### Local utilization

Drawn at 1.5 px/micron. The die is cut into 15 by 22 equal tiles; black is low, pale yellow is high, 0 to 100% covered.
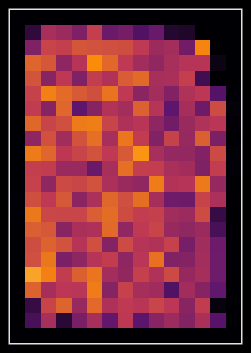
### Close-up of the layout

Window x 64 to 89, y 98 to 123 microns. Cells in grey, sequential cells in the stronger grey; small squares are vias.
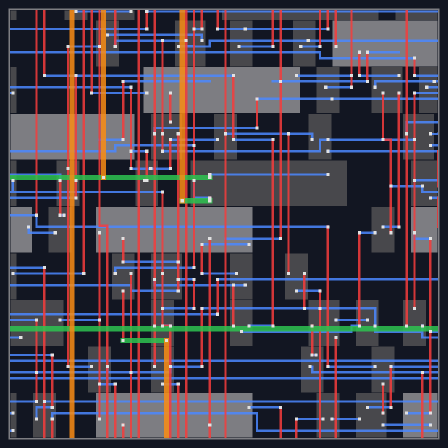
==> config.mk <==
export PLATFORM = sky130hd
export DESIGN_NAME = video_serial_rx
export DESIGN_NICKNAME = d
export VERILOG_FILES = /design/src/rtl/video_serial_pkg.sv /design/src/rtl/serial_word_rx.sv /design/src/rtl/video_serial_rx.sv
export SDC_FILE = /design/constraint.sdc
export NUM_CORES = 1
export LEC_CHECK = 0
export ABC_AREA = 1
export CELL_PAD_IN_SITES_DETAIL_PLACEMENT = 1
export CELL_PAD_IN_SITES_GLOBAL_PLACEMENT = 1
export CORE_AREA = 10 10 144 212
export DETAILED_ROUTE_END_ITERATION = 6
export DIE_AREA = 0 0 154 222
export PLACE_DENSITY_LB_ADDON = 0.1
export SLEW_MARGIN = 20
export SYNTH_ARGS = -nofsm -noshare
export SYNTH_HDL_FRONTEND = slang
export SYNTH_SLANG_ARGS = --single-unit
==> constraint.sdc <==
create_clock -name in_clk -period 7.79 [get_ports in_clk]
set_input_delay 0.779 -clock in_clk [delete_from_list [all_inputs] [get_ports in_clk]]
set_output_delay 0.779 -clock in_clk [all_outputs]
set_load 0.01 [all_outputs]
==> src/rtl/video_serial_pkg.sv <==
// Shared opcodes, decoder state encoding and window helper for the serial
// video receiver.
package video_serial_pkg;

  localparam logic [7:0] CMD_CASET = 8'h2A;
  localparam logic [7:0] CMD_RASET = 8'h2B;
  localparam logic [7:0] CMD_RAMWR = 8'h2C;

  typedef enum logic [2:0] {
    ST_IDLE  = 3'd0,
    ST_CASET = 3'd1,
    ST_RASET = 3'd2,
    ST_RAMWR = 3'd3,
    ST_SKIP  = 3'd4
  } dec_state_e;

  // An inverted window collapses to a single line at its start.
  function automatic logic [15:0] win_end(input logic [15:0] s, input logic [15:0] e);
    return (s > e) ? s : e;
  endfunction

endpackage

==> src/rtl/serial_word_rx.sv <==
// Serial front end: synchronizes the panel bus into clk_i, detects serial
// clock rising edges and assembles MSB-first words with their D/C flag.
module serial_word_rx #(
  parameter int SERIAL_BITS = 8
) (
  input  logic                   clk_i,
  input  logic                   rst_ni,
  input  logic                   srst_i,
  input  logic                   sclk_i,
  input  logic                   sdata_i,
  input  logic                   sel_i,
  input  logic                   dc_i,
  output logic                   word_valid_o,
  output logic [SERIAL_BITS-1:0] word_o,
  output logic                   word_dc_o
);

  localparam int CW = $clog2(SERIAL_BITS + 1);

  // Bit order in the sync vectors: [3] sclk, [2] data, [1] select, [0] D/C.
  logic [3:0]             sync1_q, sync2_q;
  logic                   sclk_prev_q;
  logic [CW-1:0]          bit_cnt_q, bit_cnt_d;
  logic [SERIAL_BITS-1:0] shift_q, shift_d;
  logic [SERIAL_BITS-1:0] word_q, word_d;
  logic                   word_valid_q, word_valid_d;
  logic                   dc_q, dc_d;
  logic                   rise_s;

  // Synchronizer chain; panel reset leaves it alone so no false edge appears on release.
  always_ff @(posedge clk_i or negedge rst_ni) begin
    if (!rst_ni) begin
      sync1_q     <= 4'b0000;
      sync2_q     <= 4'b0000;
      sclk_prev_q <= 1'b0;
    end else begin
      sync1_q     <= {sclk_i, sdata_i, sel_i, dc_i};
      sync2_q     <= sync1_q;
      sclk_prev_q <= sync2_q[3];
    end
  end

  assign rise_s = sync2_q[3] & ~sclk_prev_q;

  // Shift register and bit counter next state.
  always_comb begin
    bit_cnt_d    = bit_cnt_q;
    shift_d      = shift_q;
    word_d       = word_q;
    word_valid_d = 1'b0;
    dc_d         = dc_q;
    if (srst_i) begin
      bit_cnt_d = '0;
      shift_d   = '0;
      word_d    = '0;
      dc_d      = 1'b0;
    end else if (!sync2_q[1]) begin
      bit_cnt_d = '0;
    end else if (rise_s) begin
      shift_d = {shift_q[SERIAL_BITS-2:0], sync2_q[2]};
      if (bit_cnt_q == CW'(SERIAL_BITS - 1)) begin
        bit_cnt_d    = '0;
        word_valid_d = 1'b1;
        word_d       = shift_d;
        dc_d         = sync2_q[0];
      end else begin
        bit_cnt_d = bit_cnt_q + CW'(1);
      end
    end else begin
      bit_cnt_d = bit_cnt_q;
    end
  end

  // Word assembly registers.
  always_ff @(posedge clk_i or negedge rst_ni) begin
    if (!rst_ni) begin
      bit_cnt_q    <= '0;
      shift_q      <= '0;
      word_q       <= '0;
      word_valid_q <= 1'b0;
      dc_q         <= 1'b0;
    end else begin
      bit_cnt_q    <= bit_cnt_d;
      shift_q      <= shift_d;
      word_q       <= word_d;
      word_valid_q <= word_valid_d;
      dc_q         <= dc_d;
    end
  end

  assign word_valid_o = word_valid_q;
  assign word_o       = word_q;
  assign word_dc_o    = dc_q;

endmodule

==> src/rtl/video_serial_rx.sv <==
// Panel-controller style receiver: decodes CASET/RASET/RAMWR from the serial
// word stream and emits pixel writes with visible-area coordinates.
module video_serial_rx
  import video_serial_pkg::*;
#(
  parameter int SERIAL_BITS   = 8,
  parameter int PIXEL_BITS    = 16,
  parameter int SCREEN_WIDTH  = 240,
  parameter int SCREEN_HEIGHT = 135,
  parameter int SCREEN_HOFFS  = 40,
  parameter int SCREEN_VOFFS  = 55
) (
  input  logic                             in_clk,
  input  logic                             in_rst,
  input  logic                             in_vid_rst,
  input  logic                             in_vid_select,
  input  logic                             in_vid_cmd,
  input  logic                             in_vid_serial_clk,
  input  logic                             in_vid_serial,
  output logic                             out_cmd_valid,
  output logic [7:0]                       out_cmd,
  output logic                             out_pix_valid,
  output logic [PIXEL_BITS-1:0]            out_pixel,
  output logic [$clog2(SCREEN_WIDTH)-1:0]  out_hpix,
  output logic [$clog2(SCREEN_HEIGHT)-1:0] out_vpix,
  output logic                             out_frame
);

  localparam int          HW       = $clog2(SCREEN_WIDTH);
  localparam int          VW       = $clog2(SCREEN_HEIGHT);
  localparam int          PB_BYTES = PIXEL_BITS / 8;
  localparam logic [15:0] X_OFF    = 16'(SCREEN_HOFFS);
  localparam logic [15:0] Y_OFF    = 16'(SCREEN_VOFFS);
  localparam logic [15:0] X_LIM    = 16'(SCREEN_HOFFS + SCREEN_WIDTH);
  localparam logic [15:0] Y_LIM    = 16'(SCREEN_VOFFS + SCREEN_HEIGHT);
  localparam logic [15:0] XE_RST   = 16'(SCREEN_HOFFS + SCREEN_WIDTH - 1);
  localparam logic [15:0] YE_RST   = 16'(SCREEN_VOFFS + SCREEN_HEIGHT - 1);

  logic                   word_valid_s, word_dc_s;
  logic [SERIAL_BITS-1:0] word_s;
  logic [7:0]             byte_s;

  serial_word_rx #(.SERIAL_BITS(SERIAL_BITS)) u_word_rx (
    .clk_i        (in_clk),
    .rst_ni       (in_rst),
    .srst_i       (in_vid_rst),
    .sclk_i       (in_vid_serial_clk),
    .sdata_i      (in_vid_serial),
    .sel_i        (in_vid_select),
    .dc_i         (in_vid_cmd),
    .word_valid_o (word_valid_s),
    .word_o       (word_s),
    .word_dc_o    (word_dc_s)
  );

  assign byte_s = word_s[7:0];

  dec_state_e            state_q, state_d;
  logic [1:0]            byte_cnt_q, byte_cnt_d;
  logic [23:0]           par_q, par_d;
  logic [15:0]           xs_q, xs_d, xe_q, xe_d, ys_q, ys_d, ye_q, ye_d;
  logic [15:0]           x_q, x_d, y_q, y_d;
  logic [PIXEL_BITS-1:0] pix_q, pix_d;
  logic                  cmd_valid_q, cmd_valid_d;
  logic [7:0]            cmd_q, cmd_d;
  logic                  pix_valid_q, pix_valid_d;
  logic [PIXEL_BITS-1:0] pixel_q, pixel_d;
  logic [HW-1:0]         hpix_q, hpix_d;
  logic [VW-1:0]         vpix_q, vpix_d;
  logic                  frame_q, frame_d;
  logic [15:0]           xe_eff_s, ye_eff_s;
  logic [PIXEL_BITS-1:0] pixel_s;
  logic                  visible_s;

  assign xe_eff_s  = win_end(xs_q, xe_q);
  assign ye_eff_s  = win_end(ys_q, ye_q);
  assign pixel_s   = {pix_q[PIXEL_BITS-9:0], byte_s};
  assign visible_s = (x_q >= X_OFF) && (x_q < X_LIM) && (y_q >= Y_OFF) && (y_q < Y_LIM);

  // Decoder FSM, window capture and address stepping.
  always_comb begin
    state_d     = state_q;
    byte_cnt_d  = byte_cnt_q;
    par_d       = par_q;
    xs_d        = xs_q;
    xe_d        = xe_q;
    ys_d        = ys_q;
    ye_d        = ye_q;
    x_d         = x_q;
    y_d         = y_q;
    pix_d       = pix_q;
    cmd_valid_d = 1'b0;
    cmd_d       = cmd_q;
    pix_valid_d = 1'b0;
    pixel_d     = pixel_q;
    hpix_d      = hpix_q;
    vpix_d      = vpix_q;
    frame_d     = 1'b0;
    if (in_vid_rst) begin
      state_d    = ST_IDLE;
      byte_cnt_d = 2'd0;
      par_d      = 24'd0;
      xs_d       = X_OFF;
      xe_d       = XE_RST;
      ys_d       = Y_OFF;
      ye_d       = YE_RST;
      x_d        = 16'd0;
      y_d        = 16'd0;
      pix_d      = '0;
      cmd_d      = 8'd0;
      pixel_d    = '0;
      hpix_d     = '0;
      vpix_d     = '0;
    end else if (word_valid_s && word_dc_s) begin
      cmd_valid_d = 1'b1;
      cmd_d       = byte_s;
      byte_cnt_d  = 2'd0;
      case (byte_s)
        CMD_CASET: state_d = ST_CASET;
        CMD_RASET: state_d = ST_RASET;
        CMD_RAMWR: begin
          state_d = ST_RAMWR;
          x_d     = xs_q;
          y_d     = ys_q;
        end
        default:   state_d = ST_SKIP;
      endcase
    end else if (word_valid_s) begin
      case (state_q)
        ST_CASET, ST_RASET: begin
          if (byte_cnt_q == 2'd3) begin
            state_d    = ST_IDLE;
            byte_cnt_d = 2'd0;
            if (state_q == ST_CASET) begin
              xs_d = par_q[23:8];
              xe_d = {par_q[7:0], byte_s};
            end else begin
              ys_d = par_q[23:8];
              ye_d = {par_q[7:0], byte_s};
            end
          end else begin
            par_d      = {par_q[15:0], byte_s};
            byte_cnt_d = byte_cnt_q + 2'd1;
          end
        end
        ST_RAMWR: begin
          if (byte_cnt_q == 2'(PB_BYTES - 1)) begin
            byte_cnt_d  = 2'd0;
            pixel_d     = pixel_s;
            pix_valid_d = visible_s;
            hpix_d      = HW'(x_q - X_OFF);
            vpix_d      = VW'(y_q - Y_OFF);
            if (x_q >= xe_eff_s) begin
              x_d = xs_q;
              if (y_q >= ye_eff_s) begin
                y_d     = ys_q;
                frame_d = 1'b1;
              end else begin
                y_d = y_q + 16'd1;
              end
            end else begin
              x_d = x_q + 16'd1;
            end
          end else begin
            pix_d      = pixel_s;
            byte_cnt_d = byte_cnt_q + 2'd1;
          end
        end
        default: state_d = state_q;
      endcase
    end else begin
      state_d = state_q;
    end
  end

  // Decoder and output registers.
  always_ff @(posedge in_clk or negedge in_rst) begin
    if (!in_rst) begin
      state_q     <= ST_IDLE;
      byte_cnt_q  <= 2'd0;
      par_q       <= 24'd0;
      xs_q        <= X_OFF;
      xe_q        <= XE_RST;
      ys_q        <= Y_OFF;
      ye_q        <= YE_RST;
      x_q         <= 16'd0;
      y_q         <= 16'd0;
      pix_q       <= '0;
      cmd_valid_q <= 1'b0;
      cmd_q       <= 8'd0;
      pix_valid_q <= 1'b0;
      pixel_q     <= '0;
      hpix_q      <= '0;
      vpix_q      <= '0;
      frame_q     <= 1'b0;
    end else begin
      state_q     <= state_d;
      byte_cnt_q  <= byte_cnt_d;
      par_q       <= par_d;
      xs_q        <= xs_d;
      xe_q        <= xe_d;
      ys_q        <= ys_d;
      ye_q        <= ye_d;
      x_q         <= x_d;
      y_q         <= y_d;
      pix_q       <= pix_d;
      cmd_valid_q <= cmd_valid_d;
      cmd_q       <= cmd_d;
      pix_valid_q <= pix_valid_d;
      pixel_q     <= pixel_d;
      hpix_q      <= hpix_d;
      vpix_q      <= vpix_d;
      frame_q     <= frame_d;
    end
  end

  assign out_cmd_valid = cmd_valid_q;
  assign out_cmd       = cmd_q;
  assign out_pix_valid = pix_valid_q;
  assign out_pixel     = pixel_q;
  assign out_hpix      = hpix_q;
  assign out_vpix      = vpix_q;
  assign out_frame     = frame_q;

endmodule

==> flow_metrics.env <==
# source this file to load flow results
export IMPL_wl_per_cell_microns=18.68
export IMPL_ys_sh_adder_pct=8.063
export IMPL_synth_xor_area_share_pct=1.933
export IMPL_synth_compound_gate_area_share_pct=11.53
export IMPL_grtUsageTotal_pct=20.01
export IMPL_maxCapViolCount=0
export IMPL_endpoint="y_q[0]$_DFFE_PN0P_"
export IMPL_synthArstFlopShare_pct=100.0
export IMPL_dr_wl_met2_microns=17350
export IMPL_netSwitchingFraction_pct=37.58
export IMPL_slew_viol_final=0
export IMPL_dieWidth_microns=154
export IMPL_fmax_ghz=0.2100
export IMPL_cp_startpoint="xe_q[1]$_DFFE_PN1P_"
export IMPL_ys_chip_area_sq_um=11330
export IMPL_postCtsSetupRepairBufs=0
export IMPL_synth_cells=1456
export IMPL_netlist_area_leader_share_pct=41.53
export IMPL_finalHoldViolations=0
export IMPL_clock_latency_ns=0.53
export IMPL_ios=50
export IMPL_yosysCellCount=1456
export IMPL_outcome="completed"
export IMPL_path_common_cell="nand2_1"
export IMPL_crit_path_max_incr_delay_ns=0.52
export IMPL_synth_logic_top_family="simple AND/OR/NAND/NOR gates"
export IMPL_powerSeq_mw=1.32
export IMPL_ys_types=41
export IMPL_r2r_cells=25
export IMPL_power_share_clock_pct=31.2
export IMPL_vias_per_cell=5.295
export IMPL_met2_usage_pct=35.24
export IMPL_sh_seq_area_pct=40.18
export IMPL_postCtsHoldBufs=0
export IMPL_cp_arrival_ns=5.17
export IMPL_tool_warnings=31
export IMPL_cts_sinks=206
export IMPL_clockBufferDepth=3
export IMPL_synth_nets=1536
export IMPL_top_cells_by_count="nand2_1, dfrtp_1, inv_1"
export IMPL_n_fill_cell=3251
export IMPL_netSwitchingPower_mw=1.462
export IMPL_placed_area_sq_um=12050
export IMPL_synth_edff_count=0
export IMPL_syn_area_sq_um=11330
export IMPL_startpoint_type="flip-flop"
export IMPL_largestClassByArea="logic gates"
export IMPL_yosysMostFrequentCell="nand2_1"
export IMPL_synth_top_cell_by_area="dfrtp_1"
export IMPL_via_count=9717
export IMPL_leakage_nw=6.170
export IMPL_layout_nets=1561
export IMPL_busiest_layer="met2"
export IMPL_crit_path_max_fanout=32
export IMPL_peakVddDrop_uv=161.6
export IMPL_power_leader="combinational cells"
export IMPL_tns_ns=0
export IMPL_firstDrtPassIters=5
export IMPL_fin_area_sq_um=12880
export IMPL_comb_share_pct=40.35
export IMPL_fp_dieH_microns=222
export IMPL_synth_seq_share_pct=45.70
export IMPL_regArea_sq_um=5177
export IMPL_rows=73
Back to the opening pictures, 'Local utilization':
- emptiest ninth of the die: upper right
- mean over tiles: 37%
- densest ninth of the die: centre
Init Core Util: 42.62%
final core utilization: 48.48%

Back to the opening pictures, 'Close-up of the layout':
- orange: M4
- green: M3
- blue: M1
- red: M2
- sequential cells in the window: 5
- cells with their middle in the window: 38
- netlist names of flops here include: par_q (2), ys_q (2)
- most frequent: nand2_1 (12), inv_1 (9), o21ai_0 (6)

